--- config.mk ---
export PLATFORM = sky130hd
export DESIGN_NAME = proximity_alert_engine
export DESIGN_NICKNAME = d
export VERILOG_FILES = /design/src/rtl/proximity_alert_engine.sv
export SDC_FILE = /design/constraint.sdc
export NUM_CORES = 1
export LEC_CHECK = 0
export CELL_PAD_IN_SITES_DETAIL_PLACEMENT = 0
export CELL_PAD_IN_SITES_GLOBAL_PLACEMENT = 2
export CORE_ASPECT_RATIO = 0.6
export CORE_MARGIN = 10
export CORE_UTILIZATION = 40
export CTS_BUF_LIST = sky130_fd_sc_hd__clkbuf_2
export DETAILED_ROUTE_END_ITERATION = 16
export DONT_BUFFER_PORTS = 1
export PLACE_DENSITY = 0.75
export SETUP_SLACK_MARGIN = 0.4
export SYNTH_ARGS = -nofsm -noshare
export SYNTH_HDL_FRONTEND = slang
export SYNTH_SLANG_ARGS = --single-unit
--- constraint.sdc ---
create_clock -name clk -period 11.95 [get_ports clk]
set_input_delay 1.7925 -clock clk [delete_from_list [all_inputs] [get_ports clk]]
set_output_delay 1.7925 -clock clk [all_outputs]
set_load 0.01 [all_outputs]
--- src/rtl/proximity_alert_engine.sv ---
// Multi-channel proximity alert: sequential nearest-distance scan, FAR/WARN/ALARM zoning
// with hysteresis, and glitch-free buzzer tone, LED PWM and display flash drive.
module proximity_alert_engine #(
   parameter int CHANNELS   = 4,
   parameter int DIST_WIDTH = 13,
   parameter int WARN_DIST  = 2000,
   parameter int ALARM_DIST = 500,
   parameter int HYST       = 50,
   parameter int TONE_SHIFT = 0,
   parameter int DIV_MIN    = 40,
   parameter int DIV_MAX    = 2040,
   parameter int PWM_PERIOD = 4096,
   parameter int LED_SHIFT  = 0,
   parameter int FLASH_DIV  = 12500000
) (
   input  logic                           clk,
   input  logic                           reset,
   input  logic [CHANNELS*DIST_WIDTH-1:0] distance_in,
   input  logic                           valid_in,
   input  logic                           mute,
   output logic                           busy,
   output logic                           tone_out,
   output logic                           led_pwm,
   output logic                           flash_en,
   output logic [1:0]                     state_out,
   output logic [$clog2(CHANNELS)-1:0]    nearest_ch,
   output logic [DIST_WIDTH-1:0]          nearest_dist
);

   localparam int CH_W = $clog2(CHANNELS);
   localparam int XW   = DIST_WIDTH + 1;
   localparam int HW   = $clog2(DIV_MAX + 1);
   localparam int PW   = $clog2(PWM_PERIOD);
   localparam int DW   = PW + 1;
   localparam int FW   = $clog2(FLASH_DIV + 1);

   localparam logic [1:0] ST_FAR   = 2'b00;
   localparam logic [1:0] ST_WARN  = 2'b01;
   localparam logic [1:0] ST_ALARM = 2'b10;

   // One extra bit so threshold + HYST never wraps.
   localparam logic [XW-1:0] WARN_ENTER  = XW'(WARN_DIST);
   localparam logic [XW-1:0] ALARM_ENTER = XW'(ALARM_DIST);
   localparam logic [XW-1:0] WARN_EXIT   = XW'(WARN_DIST + HYST);
   localparam logic [XW-1:0] ALARM_EXIT  = XW'(ALARM_DIST + HYST);

   function automatic logic [1:0] zone_next(input logic [1:0] cur, input logic [DIST_WIDTH-1:0] d);
      logic [XW-1:0] dx;
      dx = {1'b0, d};
      zone_next = cur;
      case (cur)
         ST_FAR: begin
            if (dx < ALARM_ENTER)     zone_next = ST_ALARM;
            else if (dx < WARN_ENTER) zone_next = ST_WARN;
         end
         ST_WARN: begin
            if (dx < ALARM_ENTER)     zone_next = ST_ALARM;
            else if (dx >= WARN_EXIT) zone_next = ST_FAR;
         end
         ST_ALARM: begin
            if (dx >= WARN_EXIT)       zone_next = ST_FAR;
            else if (dx >= ALARM_EXIT) zone_next = ST_WARN;
         end
         default: zone_next = ST_FAR;
      endcase
   endfunction

   function automatic logic [HW-1:0] tone_half(input logic [DIST_WIDTH-1:0] d);
      logic [31:0] s;
      s = 32'(d >> TONE_SHIFT);
      if (s < 32'(DIV_MIN))      s = 32'(DIV_MIN);
      else if (s > 32'(DIV_MAX)) s = 32'(DIV_MAX);
      return HW'(s);
   endfunction

   function automatic logic [DW-1:0] led_duty(input logic [DIST_WIDTH-1:0] d);
      logic [31:0] s;
      s = 32'(d >> LED_SHIFT);
      if (s > 32'(PWM_PERIOD)) s = 32'(PWM_PERIOD);
      return DW'(32'(PWM_PERIOD) - s);
   endfunction

   logic [DIST_WIDTH-1:0] snap [CHANNELS];
   logic [CH_W-1:0]       idx, best_ch, cand_ch;
   logic [DIST_WIDTH-1:0] best_dist, cur_dist, cand_dist;
   logic                  scan_last;
   logic [1:0]            state;

   assign state_out = state;

   always_comb begin
      cur_dist  = snap[idx];
      scan_last = (idx == CH_W'(CHANNELS - 1));
      cand_ch   = best_ch;
      cand_dist = best_dist;
      if (cur_dist < best_dist) begin
         cand_ch   = idx;
         cand_dist = cur_dist;
      end
   end

   always_ff @(posedge clk) begin
      if (valid_in && !busy) begin
         for (int k = 0; k < CHANNELS; k++)
            snap[k] <= distance_in[k*DIST_WIDTH +: DIST_WIDTH];
      end
   end

   // Scan control: one compare per cycle, outputs and zone commit on the last compare.
   always_ff @(posedge clk) begin
      if (reset) begin
         busy         <= 1'b0;
         idx          <= '0;
         best_ch      <= '0;
         best_dist    <= '1;
         nearest_ch   <= '0;
         nearest_dist <= '1;
         state        <= ST_FAR;
      end else if (busy) begin
         if (scan_last) begin
            busy         <= 1'b0;
            nearest_ch   <= cand_ch;
            nearest_dist <= cand_dist;
            state        <= zone_next(state, cand_dist);
         end else begin
            idx       <= idx + CH_W'(1);
            best_ch   <= cand_ch;
            best_dist <= cand_dist;
         end
      end else if (valid_in) begin
         busy      <= 1'b1;
         idx       <= '0;
         best_ch   <= '0;
         best_dist <= '1;
      end
   end

   logic [HW-1:0] h_target, h_cur, tone_cnt;
   logic          tone_run, tone_active;

   always_comb begin
      h_target    = (state == ST_ALARM) ? HW'(DIV_MIN) : tone_half(nearest_dist);
      tone_active = (state != ST_FAR) && !mute;
   end

   // Half-period only reloads at a toggle; restart begins with a full high phase.
   always_ff @(posedge clk) begin
      if (reset) begin
         tone_out <= 1'b0;
         tone_cnt <= '0;
         tone_run <= 1'b0;
         h_cur    <= HW'(DIV_MIN);
      end else if (!tone_active) begin
         tone_out <= 1'b0;
         tone_cnt <= '0;
         tone_run <= 1'b0;
      end else if (!tone_run) begin
         tone_run <= 1'b1;
         tone_out <= 1'b1;
         tone_cnt <= '0;
         h_cur    <= h_target;
      end else if (tone_cnt == h_cur - HW'(1)) begin
         tone_out <= ~tone_out;
         tone_cnt <= '0;
         h_cur    <= h_target;
      end else begin
         tone_cnt <= tone_cnt + HW'(1);
      end
   end

   logic [PW-1:0] pwm_cnt;
   logic [DW-1:0] duty_latched;

   always_ff @(posedge clk) begin
      if (reset) begin
         pwm_cnt      <= '0;
         duty_latched <= '0;
         led_pwm      <= 1'b0;
      end else begin
         if (pwm_cnt == PW'(PWM_PERIOD - 1)) begin
            pwm_cnt      <= '0;
            duty_latched <= led_duty(nearest_dist);
         end else begin
            pwm_cnt <= pwm_cnt + PW'(1);
         end
         led_pwm <= (state != ST_FAR) && ({1'b0, pwm_cnt} < duty_latched);
      end
   end

   logic [FW-1:0] flash_cnt;

   always_ff @(posedge clk) begin
      if (reset) begin
         flash_en  <= 1'b1;
         flash_cnt <= '0;
      end else if (state != ST_ALARM) begin
         flash_en  <= 1'b1;
         flash_cnt <= '0;
      end else if (flash_cnt == FW'(FLASH_DIV - 1)) begin
         flash_en  <= ~flash_en;
         flash_cnt <= '0;
      end else begin
         flash_cnt <= flash_cnt + FW'(1);
      end
   end

endmodule

**Run 1: the clock network**

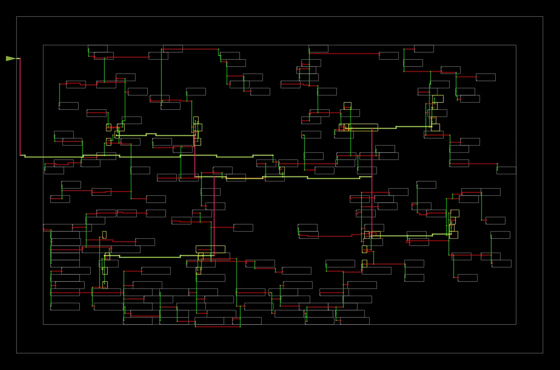
total clock buffers created by CTS: 17
layout clock buffer count: 18
clock net sink count: 164

**Run 1: M3 wires**

Scale: 2 px per µm.
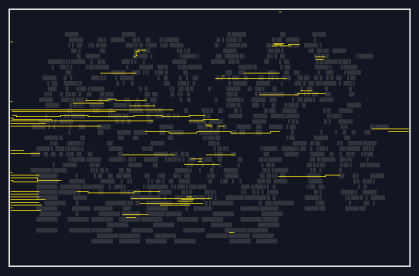
longest straight run	81.2 µm
wire length on this layer	1160 µm
nets with wire on the layer	53
Detailed Route WL: 18000 µm
number of vias after detailed routing: 5515
met3 track demand over resource: 5.427%

==> results.yml, run 1 <==
# synthesis and place-and-route metrics
outcome:
  status: "completed"
logic_synthesis:
  synth_sequential_area_ratio_pct: 49.09
  synth_nets: 852
  yosysMostFrequentCell: "dfxtp_1"
  synth.area.top_cells: "dfxtp_1 (29%), edfxtp_1 (20%), nor2_1 (5.3%), ha_1 (4.7%), xor2_1 (4.3%)"
  synthArstFlopShare_pct: 0
  synth-adder-area-share_pct: 4.683
  post_synth_most_frequent_cells: "dfxtp_1 (112), nor2_1 (110), nand2_1 (58)"
  synth_chip_area_um2: 7749
  ys_warn_count: 0
  yosys.area.top_type_share_pct: 28.94
  ff_type: "dfxtp_1"
clock_network:
  cts_hold_buf: 0
  cts.path.max_buffers: 2
  tritoncts: "built"
  postCtsSetupRepairBufs: 0
  cts_htree_levels: 4
  cts.root.buffer_cell: "clkbuf_2"
routing:
  wirelength_met1_um: 8702
  route.detailed.drc: 0
  detailroute.wirelength.met2_um: 7950
power_and_ir_drop:
  internal-power_w: 0.0007216
  p_clk_share_pct: 31.2
  power_density_nw_per_um2: 120.6
floorplan:
  floorplanUtilization_pct: 40.72
  io-pin-count: 77
  fp.dieArea_um2: 25520
  die_x_um: 199.7
placement:
  io_buffer_count: 0
  hpwlAfterDp_um: 13170
global_route:
  grt_overflow: 0
  grt_use_met1_pct: 19.45
  maximum_number_of_pins_on_one_net_before_global_route_repair: 55
  grt_first_pass_wirelength_um: 29450
layout:
  final_nets: 845
  final_layout_top_logic_cell: "dfxtp_1"
  reg_top3: "snap: 52 flops, flash_cnt: 24 flops"
sta:
  fin_ws_ns: 7.652
  finalCritPeriodShare_pct: 35.97
  measured_slew_at_the_worst_slew_check_pin_ns: 1.139
  fmax_ghz: 0.2327
  rsz0062_at_grt: "no"
  setup_viol: 0
worst_setup_path:
  endpoint_required_time_on_the_critical_path_ns: 12.63
  critPathTopFamily: "AND-OR/OR-AND gates"
  timing.critical_path.buf_inv: 0
hold_path:
  worst_hold_startpoint: "duty_latched[1]"
flow_run:
  maxCapViolCount: 0
**Run 1: wire density map**

Scale: 2 px per µm. 40 x 26 tiles, from dark purple (low) to yellow (high), scaled to the fullest tile. Values are wire area over tile area, all layers added.
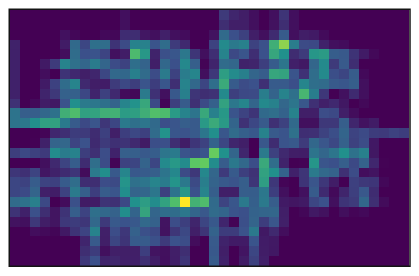
tiles over half the peak	5.3%
mean over tiles	0.11
emptiest ninth of the die	bottom right
densest ninth of the die	middle
fullest tile	0.61
GRT Util Overall: 14.64%
Routed WL per cell: 17.61 µm

**Run 1: cell classes on the final placement**

Scale: 2 px per µm.
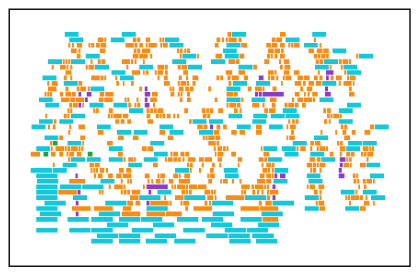
color	class	cells
purple	clock drivers and dummy loads	32
green	remaining buffers and delay cells	3
cyan	registers	164
orange	remaining logic cells	574
sequential cell area share: 46.47%
final instance area: 8185 µm²
Floorplan Core Area: 19030 µm²
FP Rows: 39
core utilization of the finished layout: 43.01%

-- run 1: area by class of cell --
| type | instances | area, µm² |
|---|---|---|
| Tap cell | 246 | 307.8 |
| Fill cell | 1866 | 10850 |
| Clock inverter | 14 | 151.4 |
| Sequential cell | 164 | 3804 |
| Inverter | 35 | 131.4 |
| Clock buffer | 18 | 90.09 |
| Multi-Input combinational cell | 539 | 3671 |
| Timing Repair Buffer | 3 | 22.52 |
| Antenna cell | 3 | 7.507 |
-- run 1: worst paths after layout --
path | end | slack [ns] | cells past startpoint
worst min register to register | duty_latched[1] | 0.47 | 2
worst max-delay path | state_out[0] | 7.65 | 9
worst min-delay path | duty_latched[1] | 0.47 | 2
worst max register to register | state_out[0] | 7.65 | 9
**Run 1: drive-strength map**

Scale: 1.5 px per µm.
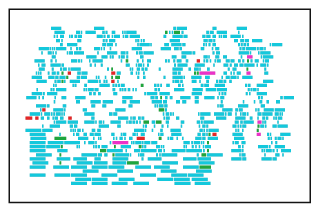

## Run 2: what changed since run 1
==> constraint.sdc (replaced) <==
create_clock -name clk -period 4 [get_ports clk]
set_input_delay 0.6 -clock clk [delete_from_list [all_inputs] [get_ports clk]]
set_output_delay 0.6 -clock clk [all_outputs]
set_load 0.01 [all_outputs]
**Run 2: drive-strength map**

Scale: 1.5 px per µm.
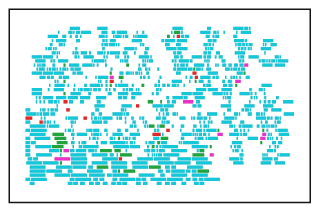
color	size	cells	share	most used
magenta	x6 and larger	10	1.2%	inv_6
green	x2	42	5.1%	clkbuf_2
cyan	x1 and smaller	766	92%	dfxtp_1
red	x3 and x4	13	1.6%	buf_4

**Run 2: M3 wires**

Scale: 2 px per µm.
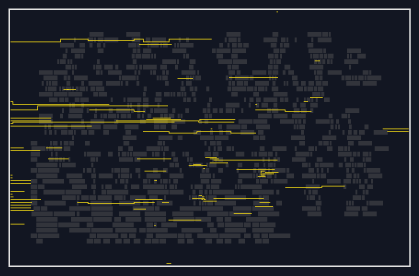
longest straight run	80.7 µm
main direction	horizontal

**Run 2: wire density map**

Scale: 2 px per µm. 40 x 26 tiles, from dark purple (low) to yellow (high), scaled to the fullest tile. Values are wire area over tile area, all layers added.
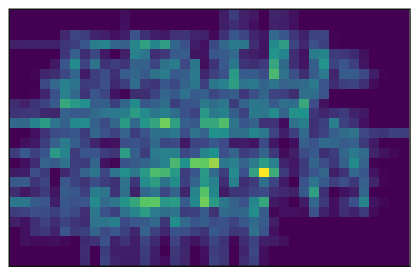
tiles over half the peak	5.2%
emptiest ninth of the die	bottom right
mean over tiles	0.12
densest ninth of the die	middle
nearly empty tiles	26%
fullest tile	0.61

==> run 2 against run 1 <==
Compared with the run above: wire length increased by 4.7%; die size unchanged; global-route usage increased by 0.95 points; combinational power increased to 3.9 times the previous value; critical path depth increased by 1; flip-flop count unchanged; final cell count increased by 5.4%; critical path type unchanged; synthesized cell count unchanged; worst setup slack got worse by 7.0 ns; clock skew increased by 0.013 ns; hold slack got worse by 0.34 ns.
==> results.yml, run 2 <==
# synthesis and place-and-route metrics
outcome:
  status: "completed"
placement:
  io_buffer_count: 0
  dp_area_um2: 7966
  hpwlAfterDp_um: 13400
layout:
  final_nets: 903
  final_layout_top_logic_cell: "dfxtp_1"
  clkCellAreaFrac_pct: 2.678
  ff_count: 164
  regMostFlops: "snap"
  comb_area_share_pct: 41.79
  layout.buffer.nonclock.area_share_pct: 6.946
  fin_util_pct: 45.90
  reg_top3: "snap: 52 flops, flash_cnt: 24 flops"
  top_area_cell_class: "sequential cells"
  num-fill-cells: 1829
  post-route-cell-area_um2: 8736
  seq_area_share_pct: 43.55
  layout.area.seq_um2: 3805
  clock_buffers: 18
  antennaDiodeCount: 0
  non_clk_bufs: 61
  multiInputCombCellCount: 539
  combGateArea_um2: 3651
  inverters: 35
  final_layout_top_logic_cells: "dfxtp_1 (111), nor2_1 (110), nand2_1 (58), dlygate4sd3_1 (53), edfxtp_1 (52)"
clock_network:
  cts.sink_count: 164
  postCtsSetupRepairBufs: 0
  tritoncts: "built"
  cts_made_buffers: 17
  cts_htree_levels: 4
  cts.path.max_buffers: 2
  cts.root.buffer_cell: "clkbuf_2"
routing:
  route.final.wire_length_um: 18860
  wirelength_met1_um: 9077
  number_of_vias_after_detailed_routing: 5699
  met3RoutedLength_um: 1141
  route.detailed.drc: 0
  detailroute.wirelength.met2_um: 8382
  detail_route.wl_per_cell_um: 17.51
logic_synthesis:
  post_synth_most_frequent_cells: "dfxtp_1 (112), nor2_1 (110), nand2_1 (58)"
  yosys_cells: 767
  synth_sequential_area_ratio_pct: 49.09
  ys_warn_count: 0
  yosysMostFrequentCell: "dfxtp_1"
  synthArstFlopShare_pct: 0
  synth.area.top_cells: "dfxtp_1 (29%), edfxtp_1 (20%), nor2_1 (5.3%), ha_1 (4.7%), xor2_1 (4.3%)"
  yosys.area.top_type_share_pct: 28.94
  synth_nets: 852
  syn_inst: 767
  synth_chip_area_um2: 7749
  ff_type: "dfxtp_1"
sta:
  finalCritPeriodShare_pct: 82.95
  hold-worst-slack_ns: 0.1269
  fmax_ghz: 0.3014
  fin_ws_ns: 0.6820
  measured_slew_at_the_worst_slew_check_pin_ns: 1.064
  rsz0062_at_grt: "no"
  setup_viol: 0
global_route:
  grt_first_pass_wirelength_um: 31370
  grt.total_usage_pct: 15.58
  grtUsageMet3_pct: 4.877
  grt_use_met1_pct: 20.66
  grt_use_met2_pct: 23.63
  maximum_number_of_pins_on_one_net_before_global_route_repair: 54
  grt_overflow: 0
floorplan:
  floorplanUtilization_pct: 40.72
  die_x_um: 199.7
  fp.dieArea_um2: 25520
  io-pin-count: 77
  design.core.area_um2: 19030
  floorplan.tapcells: 246
  placement_rows: 39
flow_run:
  maxCapViolCount: 0
power_and_ir_drop:
  p_clk_share_pct: 30.1
  power_density_nw_per_um2: 342.7
  internal-power_w: 0.002152
worst_setup_path:
  timing.critical_path.buf_inv: 1
  critPathTopFamily: "multiplexers"
  endpoint_required_time_on_the_critical_path_ns: 4.72
  worst-r2r-setup-slack_ns: 0.68
## run 2: kinds of logic after synthesis
group           Yosys count  share of synthesized area (%)
simple gates            294                          18.09
buf+inv                  64                          3.633
mux                      29                          6.362
fa+ha+maj                29                          4.683
flops                   164                          49.09
compound gates          127                          11.37
xor+xnor                 60                          6.782
## run 2: final timing paths
check,cells past startpoint,from,to
min,2,reset,duty_latched[0]
max,10,register,state_out[0]
max reg2reg,10,register,state_out[0]
min reg2reg,2,duty_latched[2],duty_latched[2]
## run 2: timing repair
item,in CTS,in global routing
setup endpoints to repair,0,24
hold buffers,54,0
resized,0,10
endpoints found under the hold margin,105,0
Power is estimated from default activity; no workload was simulated.
